<file path="config.mk">
export PLATFORM = sky130hd
export DESIGN_NAME = sw_debounce
export DESIGN_NICKNAME = d
export VERILOG_FILES = /design/src/rtl/sw_debounce_pkg.sv /design/src/rtl/sw_debounce_ch.sv /design/src/rtl/sw_debounce.sv
export SDC_FILE = /design/constraint.sdc
export NUM_CORES = 1
export LEC_CHECK = 0
export CAP_MARGIN = 5
export CORE_ASPECT_RATIO = 1.4
export CORE_UTILIZATION = 60
export DETAILED_ROUTE_END_ITERATION = 10
export PLACE_DENSITY = 0.81
export SLEW_MARGIN = 0
export SYNTH_ARGS = -nofsm -noshare
export SYNTH_HDL_FRONTEND = slang
export SYNTH_SLANG_ARGS = --single-unit
</file>
<file path="constraint.sdc">
create_clock -name clk -period 4.95 [get_ports clk]
set_input_delay 0.99 -clock clk [delete_from_list [all_inputs] [get_ports clk]]
set_output_delay 0.99 -clock clk [all_outputs]
set_load 0.02 [all_outputs]
</file>
<file path="src/rtl/sw_debounce_pkg.sv">
// sw_pkg: shared channel states, default timing and counter sizing helper
package sw_pkg;

    typedef enum logic [1:0] {
        ST_LO      = 2'b00,
        ST_WAIT_HI = 2'b01,
        ST_HI      = 2'b10,
        ST_WAIT_LO = 2'b11
    } sw_state_e;

    // 10 ms of stability at a 32 MHz system clock
    localparam int DEBOUNCE_CYCLES_32MHZ = 320000;

    // Smallest counter width w such that 2^w > cycles
    function automatic int min_cnt_w(input int cycles);
        int w;
        w = 1;
        while ((longint'(1) << w) <= longint'(cycles)) w++;
        return w;
    endfunction

endpackage

</file>
<file path="src/rtl/sw_debounce_ch.sv">
// sw_debounce_ch: one switch channel - 2-FF synchroniser, debounce FSM, edge pulses
module sw_debounce_ch
    import sw_pkg::*;
#(
    parameter int DEBOUNCE_CYCLES = DEBOUNCE_CYCLES_32MHZ,
    parameter int CNT_W           = 19
) (
    input  logic clk,
    input  logic rst,
    input  logic sw_in,
    output logic sw_level,
    output logic sw_rise,
    output logic sw_fall
);

    localparam logic [CNT_W-1:0] CNT_LAST = CNT_W'(DEBOUNCE_CYCLES - 1);
    localparam logic [CNT_W-1:0] CNT_ONE  = CNT_W'(1);
    // A single matching sample is enough, so the waiting states are skipped
    localparam bit SINGLE = (DEBOUNCE_CYCLES == 1);

    logic             s1_q, s2_q;
    sw_state_e        state_q, state_d;
    logic [CNT_W-1:0] cnt_q, cnt_d;
    logic             level_q, level_d;
    logic             rise_q, rise_d;
    logic             fall_q, fall_d;

    // Bring the asynchronous pin into the clock domain
    always_ff @(posedge clk) begin
        if (rst) begin
            s1_q <= 1'b0;
            s2_q <= 1'b0;
        end else begin
            s1_q <= sw_in;
            s2_q <= s1_q;
        end
    end

    // Next state: a new level is accepted only after DEBOUNCE_CYCLES matching samples of s2
    always_comb begin
        state_d = state_q;
        cnt_d   = '0;
        level_d = level_q;
        rise_d  = 1'b0;
        fall_d  = 1'b0;
        case (state_q)
            ST_LO: begin
                if (s2_q) begin
                    if (SINGLE) begin
                        state_d = ST_HI;
                        level_d = 1'b1;
                        rise_d  = 1'b1;
                    end else begin
                        state_d = ST_WAIT_HI;
                        cnt_d   = CNT_ONE;
                    end
                end
            end
            ST_WAIT_HI: begin
                if (!s2_q) begin
                    state_d = ST_LO;
                end else if (cnt_q == CNT_LAST) begin
                    state_d = ST_HI;
                    level_d = 1'b1;
                    rise_d  = 1'b1;
                end else begin
                    cnt_d = cnt_q + CNT_ONE;
                end
            end
            ST_HI: begin
                if (!s2_q) begin
                    if (SINGLE) begin
                        state_d = ST_LO;
                        level_d = 1'b0;
                        fall_d  = 1'b1;
                    end else begin
                        state_d = ST_WAIT_LO;
                        cnt_d   = CNT_ONE;
                    end
                end
            end
            ST_WAIT_LO: begin
                if (s2_q) begin
                    state_d = ST_HI;
                end else if (cnt_q == CNT_LAST) begin
                    state_d = ST_LO;
                    level_d = 1'b0;
                    fall_d  = 1'b1;
                end else begin
                    cnt_d = cnt_q + CNT_ONE;
                end
            end
            default: begin
                state_d = ST_LO;
                level_d = 1'b0;
            end
        endcase
    end

    // State, counter and registered outputs; reset discards any count in progress
    always_ff @(posedge clk) begin
        if (rst) begin
            state_q <= ST_LO;
            cnt_q   <= '0;
            level_q <= 1'b0;
            rise_q  <= 1'b0;
            fall_q  <= 1'b0;
        end else begin
            state_q <= state_d;
            cnt_q   <= cnt_d;
            level_q <= level_d;
            rise_q  <= rise_d;
            fall_q  <= fall_d;
        end
    end

    assign sw_level = level_q;
    assign sw_rise  = rise_q;
    assign sw_fall  = fall_q;

endmodule

</file>
<file path="src/rtl/sw_debounce.sv">
// sw_debounce: N_SW independent debounced switch channels plus an OR activity output
module sw_debounce
    import sw_pkg::*;
#(
    parameter int N_SW            = 2,
    parameter int DEBOUNCE_CYCLES = DEBOUNCE_CYCLES_32MHZ,
    parameter int CNT_W           = 19
) (
    input  logic            clk,
    input  logic            rst,
    input  logic [N_SW-1:0] sw_in,
    output logic [N_SW-1:0] sw_level,
    output logic [N_SW-1:0] sw_rise,
    output logic [N_SW-1:0] sw_fall,
    output logic            sw_any
);

    if (DEBOUNCE_CYCLES < 1 || CNT_W < min_cnt_w(DEBOUNCE_CYCLES)) begin : g_bad_cfg
        $error("sw_debounce: CNT_W too small for DEBOUNCE_CYCLES");
    end

    for (genvar i = 0; i < N_SW; i++) begin : g_ch
        sw_debounce_ch #(
            .DEBOUNCE_CYCLES(DEBOUNCE_CYCLES),
            .CNT_W          (CNT_W)
        ) u_ch (
            .clk     (clk),
            .rst     (rst),
            .sw_in   (sw_in[i]),
            .sw_level(sw_level[i]),
            .sw_rise (sw_rise[i]),
            .sw_fall (sw_fall[i])
        );
    end

    // Levels are registered, so the OR cannot glitch
    assign sw_any = |sw_level;

endmodule

</file>
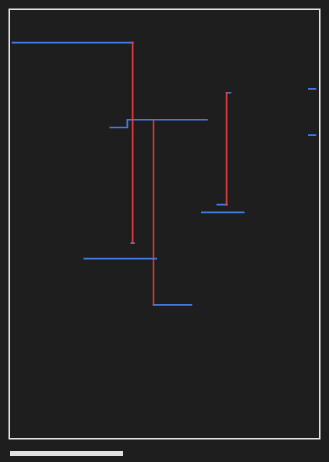
Figure 1: run 1, metal layers overlaid.
The bar under the picture is 20 um long. Only two layers are drawn.
[blue] met3 | wire length: 70.8 um
[red] met4 | wire length: 87.7 um
Routed WL: 3.917 mm
Vias: 1764

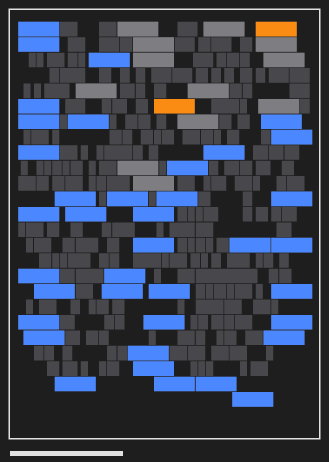
Figure 2: run 1, register map, names as in the netlist.
The bar under the picture is 20 um long. Other sequential cells in the stronger gray, the rest of the logic in the fainter gray.
[orange] `g_ch.u_ch.s2_q` | flops: 2
[blue] `g_ch.u_ch.cnt_q` | flops: 38
sequential fraction of total cell area: 41.83%
register area: 1041 um2
Core Util, Final: 67.70%

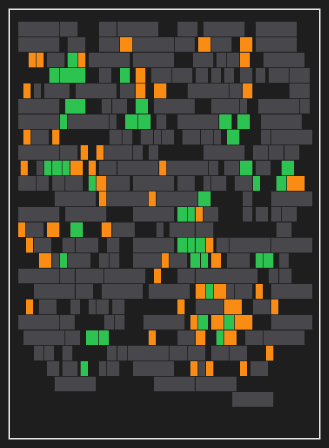
Figure 3: run 1, selected gate families.
[green] NAND gates | cells: 39
[orange] NOR gates | cells: 51 | most used: nor2_1 | where: all over the die
fin cells: 310
Comb area share: 45.75%
most instantiated logic cell after routing: dfxtp_1

==> deck_impl_summary.md, run 1 <==
Flow Results at a Glance

Place
  • Port-buffer cells: 10
  • Dpl cells: 302
  • Post-DP HPWL: 2.875 mm
  • Post-place instance area: 2377 um2
  • GPL Wtd Cong: 0.8044

Worst hold path
  • Hold Crit Start: g_ch[0].u_ch.s1_q
  • Hold Path Cell Cnt: 1
  • Worst Hold Endpoint: g_ch[0].u_ch.s2_q
  • Worst hold path class: flop to flop

Worst setup path
  • Critical path's largest stage delay: 0.54 ns
  • Arr. time, crit path: 1.47 ns
  • Slowest CP cell: clkdlybuf4s50_1
  • Worst reg2reg startpoint: g_ch[1].u_ch.cnt_q[10]
  • Crit Path Max Fanout: 4
  • Cell Chain, Critical Path: or2_2, clkdlybuf4s50_1
  • R2R depth: 4
  • Critical path class: flop to primary output
  • Worst setup EP type: primary output
  • Startpoint Class: flop
  • Reg2reg setup slack: between 2 and 3 ns
  • FF-to-FF End: g_ch[1].u_ch.cnt_q[8]
  • Crit. Startpoint: g_ch[0].u_ch.sw_level

Final layout
  • Post-route cell area: 2489 um2
  • Fillers: 303
  • Multi-input gate area: 1139 um2
  • ANT cells: 0
  • Nets: 273
  • Top Layout Cells: dfxtp_1 (52), nor2_1 (29), xnor2_1 (17), a21oi_1 (15)

STA
  • Fin crit share: 49.68%
  • Min cycle time layout: about 2.5 ns
  • Setup TNS: 0 ns
  • Worst-Margin Slew: between 0.5 and 0.6 ns
  • Unrepaired setup endpoints after global routing: false
  • Setup-failing EPs final: 0
  • WHS: 0.4475 ns
  • Hold Vio Cnt, Final: 0
  • Slew HR: between 60 and 70%

Yosys
  • Leading cell types by count after synthesis: dfxtp_1 (52), nor2_1 (29), xnor2_1 (17), a21oi_1 (15)
  • Ys flops: 52
  • Yosys chip area: 2312 um2
  • Cell area after synthesis: 2312 um2
  • Ys cells: between 200 and 300
  • Post-synthesis cell count: 263
  • Post-synth area hogs: dfxtp_1 (45%), xnor2_1 (6.4%), nor2_1 (4.7%)
  • Post-synthesis async set-or-reset flop share: 0%
  • Dominant register cell: dfxtp_1
  • Number of enable flip-flop cells: 0
  • Sequential share of the synthesized area: 45.02%
  • Synth warn: 0
  • Avg Synthesized Cell Area: 8.792 um2
  • Syn Nets: 269
  • Top cell type by instance count after synthesis: dfxtp_1

Power
  • Combinational power share: 2.8%
  • Tot Pwr: 0.7326 mW
  • Clock network fraction of total power: 39.2%
  • Leak: roughly 0.70 nW
  • Cell Pwr Density: 294.4 nW/um2
  • Sw frac: 20.10%
  • Net switching power: 0.1472 mW

Routing
  • Drt wl/cell: 12.64 um
  • Initial DRC count: 36
  • Vias per cell: between 5 and 6
  • ANT nets after route: 0

Clock tree
  • Htree depth: 2
  • Clock transition at path regs: 0.09 ns
  • CTS tree: built
  • Root Buffer: clkbuf_8
  • Hold buffer count at cts: 0
  • CTS Buffer Depth: 2
  • Post-CTS sizing: 0
  • Total CTS buffers: 5
  • Clk sinks: 52
  • Clk ins delay skew pair: 0.30 ns

Outcome
  • Status: finished, final reports clean

Floorplan
  • FP Core Util: 62.90%
  • Die X: 54.47 um
  • Std-Cell Rows: 26
  • Die y size: 75.45 um
  • Core area: 3676 um2

Global routing
  • Initial antenna violation count: 0
  • Vias in the first global route: roughly 1600
  • Grt ovf: 0
  • First-pass GRT wire length: 6.272 mm

Flow run
  • Max Cap Violations: 0
## run 1: final cells by class
cell class	count	share of cell area [%]
Sequential cell	52	41.83
Inverter	12	1.810
Clock buffer	6	2.916
Clock inverter	2	1.559
Multi-Input combinational cell	186	45.75
Timing Repair Buffer	10	4.022
Tap cell	42	2.112
## run 1: state kept, by name, summed over array words and instances (netlist names), named ones only
| name | count |
|---|---|
| g_ch.u_ch.cnt_q | 38 |
| g_ch.u_ch.sw_level | 2 |
| g_ch.u_ch.state_q | 2 |
| g_ch.u_ch.s1_q | 2 |
| g_ch.u_ch.sw_fall | 2 |
| g_ch.u_ch.sw_rise | 2 |
| g_ch.u_ch.s2_q | 2 |
## run 1: power by group through the flow
stage / registers [mW] / logic, mW / clock network (mW)
2_1_floorplan: 0.434 / 0.0137 / 0
4_1_cts: 0.425 / 0.0208 / 0.295
3_5_place_dp: 0.435 / 0.0208 / 0
6_report: 0.425 / 0.0206 / 0.287
5_1_grt: 0.426 / 0.0229 / 0.310
3_3_place_gp: 0.435 / 0.0203 / 0
## run 1: logic make-up after synthesis
| group | Yosys count | synth area share (%) |
|---|---|---|
| buffers and inverters | 25 | 5.735 |
| AND/OR/NAND/NOR | 119 | 28.84 |
| adder cells (fa/ha/maj) | 2 | 1.082 |
| flip-flops | 52 | 45.02 |
| AND-OR/OR-AND | 42 | 10.61 |
| XOR/XNOR | 23 | 8.712 |
## run 1: per-layer routing
metal	track usage (%)	part of all wire, %
met3	5.389	1.8
met1	20.64	40
met4	10.83	2.2
met2	39.02	56
met5	0	0
## run 1: worst max-delay path, delay by kind of cell (launching register included)
kind / cells / cell delay, ns
simple gates: 1 / 0.29
flops: 1 / 0.34
buf+inv: 1 / 0.54
==> run 1 -> run 2 <==
- CORE_UTILIZATION: 60 -> 59
- PLACE_DENSITY: 0.81 -> 0.8
- clock period: 4.95 -> 2.51 ns (I/O delays scaled with it)
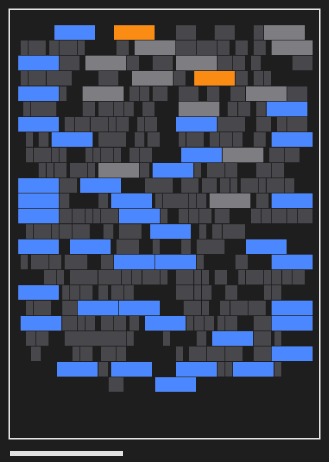
Figure 4: run 2, register map, names as in the netlist.
The bar under the picture is 20 um long. Other sequential cells in the stronger gray, the rest of the logic in the fainter gray.
[orange] `g_ch.u_ch.s2_q` | flops: 2
[blue] `g_ch.u_ch.cnt_q` | flops: 38
not colored: 12
sequential fraction of total cell area: 41.64%
Core Util, Final: 67.41%
seq pwr: 0.838 mW

==> run 2 against run 1 <==
Final cell count is 0.65% higher. Non-clock buffer count is 2 higher. Register-to-register slack worse by 2.3 ns. Die size is 1.6% higher. Combinational power is 100% higher. Sequential share of layout area is 0.19 points lower. Clock skew is 0.0041 ns lower. Sequential power is 97% higher. Setup slack worse by 2.0 ns. Largest power group unchanged.
==> deck_impl_summary.md, run 2 <==
Flow Results at a Glance

Outcome
  • Status: finished, final reports clean

Final layout
  • Max reg flops: 38
  • Comb area share: 45.55%
  • Inverters: 12
  • Buffering overhead: 4.605%
  • Nets: 275
  • Flop count: between 50 and 60
  • Multi-input gates: 186
  • Clock network area share: 4.304%
  • ANT cells: 0
  • Fin cells: around 310
  • Multi-input gate area: 1139 um2
  • Largest Register: g_ch.u_ch.cnt_q
  • Register area: 1041 um2
  • Top cell category: multi-input combinational cells
  • Most instantiated logic cell after routing: dfxtp_1

Routing
  • Initial DRC count: around 56
  • Drt wl/cell: ~13 um
  • Routed WL: 4.094 mm
  • ANT nets after route: 0
  • Vias: 1781

STA
  • Setup-failing EPs final: 0
  • Fin crit share: 81.30%
  • Setup TNS: 0 ns
  • Min cycle time layout: between 2 and 2.5 ns
  • Worst-Margin Slew: a little under 0.6 ns
  • Unrepaired setup endpoints after global routing: false

Worst hold path
  • Hold Crit Start: g_ch[1].u_ch.s1_q
  • Worst Hold Endpoint: g_ch[1].u_ch.s2_q
  • Hold Path Cell Cnt: 1
  • Worst hold path class: flop to flop

Clock tree
  • Clock transition at path regs: 0.09 ns
  • CTS tree: built
  • Root Buffer: clkbuf_8
  • CTS Buffer Depth: 2
  • Total CTS buffers: 5
  • Post-CTS sizing: 0

Yosys
  • Post-synthesis async set-or-reset flop share: 0%
  • Adder share: 1.082%
  • Dominant register cell: dfxtp_1
  • Syn Nets: 269
  • Leading cell types by count after synthesis: dfxtp_1 (52), nor2_1 (29), xnor2_1 (17), a21oi_1 (15)
  • Xor/xnor share: 8.712%
  • Ys cells: about 260
  • Top cell type by instance count after synthesis: dfxtp_1
  • Post-synth area hogs: dfxtp_1 (45%), xnor2_1 (6.4%), nor2_1 (4.7%)
  • Compound-cell area share of the yosys netlist: 10.61%
  • Cell area after synthesis: 2312 um2
  • Sequential share of the synthesized area: 45.02%
  • Simple Share, Synth: 28.84%

Worst setup path
  • Arr. time, crit path: 2.21 ns
  • Worst reg2reg startpoint: g_ch[0].u_ch.cnt_q[2]
  • Reg2reg setup slack: between 0.4 and 0.5 ns
  • Critical path class: flop to flop
  • Crit. Startpoint: g_ch[0].u_ch.cnt_q[2]
  • Startpoint Class: flop
  • Worst setup EP type: flop
  • Crit Path Max Fanout: 18

Place
  • Port-buffer cells: 10
  • GPL Wtd Cong: 0.7087
  • Post-DP HPWL: between 2 and 3 mm

Floorplan
  • Core area: 3709 um2
  • Die y size: approximately 76 um
  • Std-Cell Rows: 26
  • FP Core Util: 62.35%
  • Die X: 54.91 um

Power
  • Tot Pwr: 1.440 mW
  • Leak: 0.7089 nW
  • Combinational power share: 2.9%
  • Cell Pwr Density: 575.9 nW/um2
  • Clock network fraction of total power: 38.8%

Global routing
  • First-pass GRT wire length: 6.851 mm
run 2: cell types whose count changed in the layout (fill, tap and decap cells not counted), sizes merged:
cell / before / now
buf: 0 / 2
inv: 13 / 12
clkinv: 0 / 1
run 2: worst max-delay path: stages (launching register included):
cell     delay [ns]
dfxtp_1        0.43
nand3_1        0.32
nor3_1         0.47
a211o_1        0.58
nor2_1         0.12
run 2: how the worst max path moves through the flow:
stage                             endpoint  slack [ns]  depth (start not counted)
detailed placement   g_ch[0].u_ch.cnt_q[2]        0.48                          4
global placement    g_ch[1].u_ch.cnt_q[18]        0.54                          5
floorplan           g_ch[1].u_ch.cnt_q[18]        0.69                          5
CTS                  g_ch[0].u_ch.cnt_q[2]        0.47                          4
global route         g_ch[0].u_ch.cnt_q[8]        0.29                          4
finish               g_ch[0].u_ch.cnt_q[2]        0.47                          4
run 2: metal layers:
metal  wire length (um)  up-vias  global-route usage (%)  share of wire, %
met3                 72        6                   5.589               1.8
li1                   -      935                       -                 -
met5                  0        -                       0                 0
met4                 47        0                   7.000               1.1
met1               1741      828                   21.76                43
met2               2232       12                   39.52                55
run 2: logic make-up after synthesis:
group                    after synthesis
flip-flops                            52
AND/OR/NAND/NOR                      119
adder cells (fa/ha/maj)                2
AND-OR/OR-AND                         42
XOR/XNOR                              23
buffers and inverters                 25
run 2: power by group through the flow:
| stage | Clock (mW) | Sequential [mW] | Combinational [mW] |
|---|---|---|---|
| 6_report | 0.559 | 0.838 | 0.0422 |
| 5_1_grt | 0.597 | 0.840 | 0.0465 |
| 4_1_cts | 0.572 | 0.839 | 0.0426 |
| 3_5_place_dp | 0 | 0.858 | 0.0423 |
| 3_3_place_gp | 0 | 0.857 | 0.0416 |
| 2_1_floorplan | 0 | 0.856 | 0.0269 |
Power figures rest on the tool's default switching activity, not on a simulated workload.
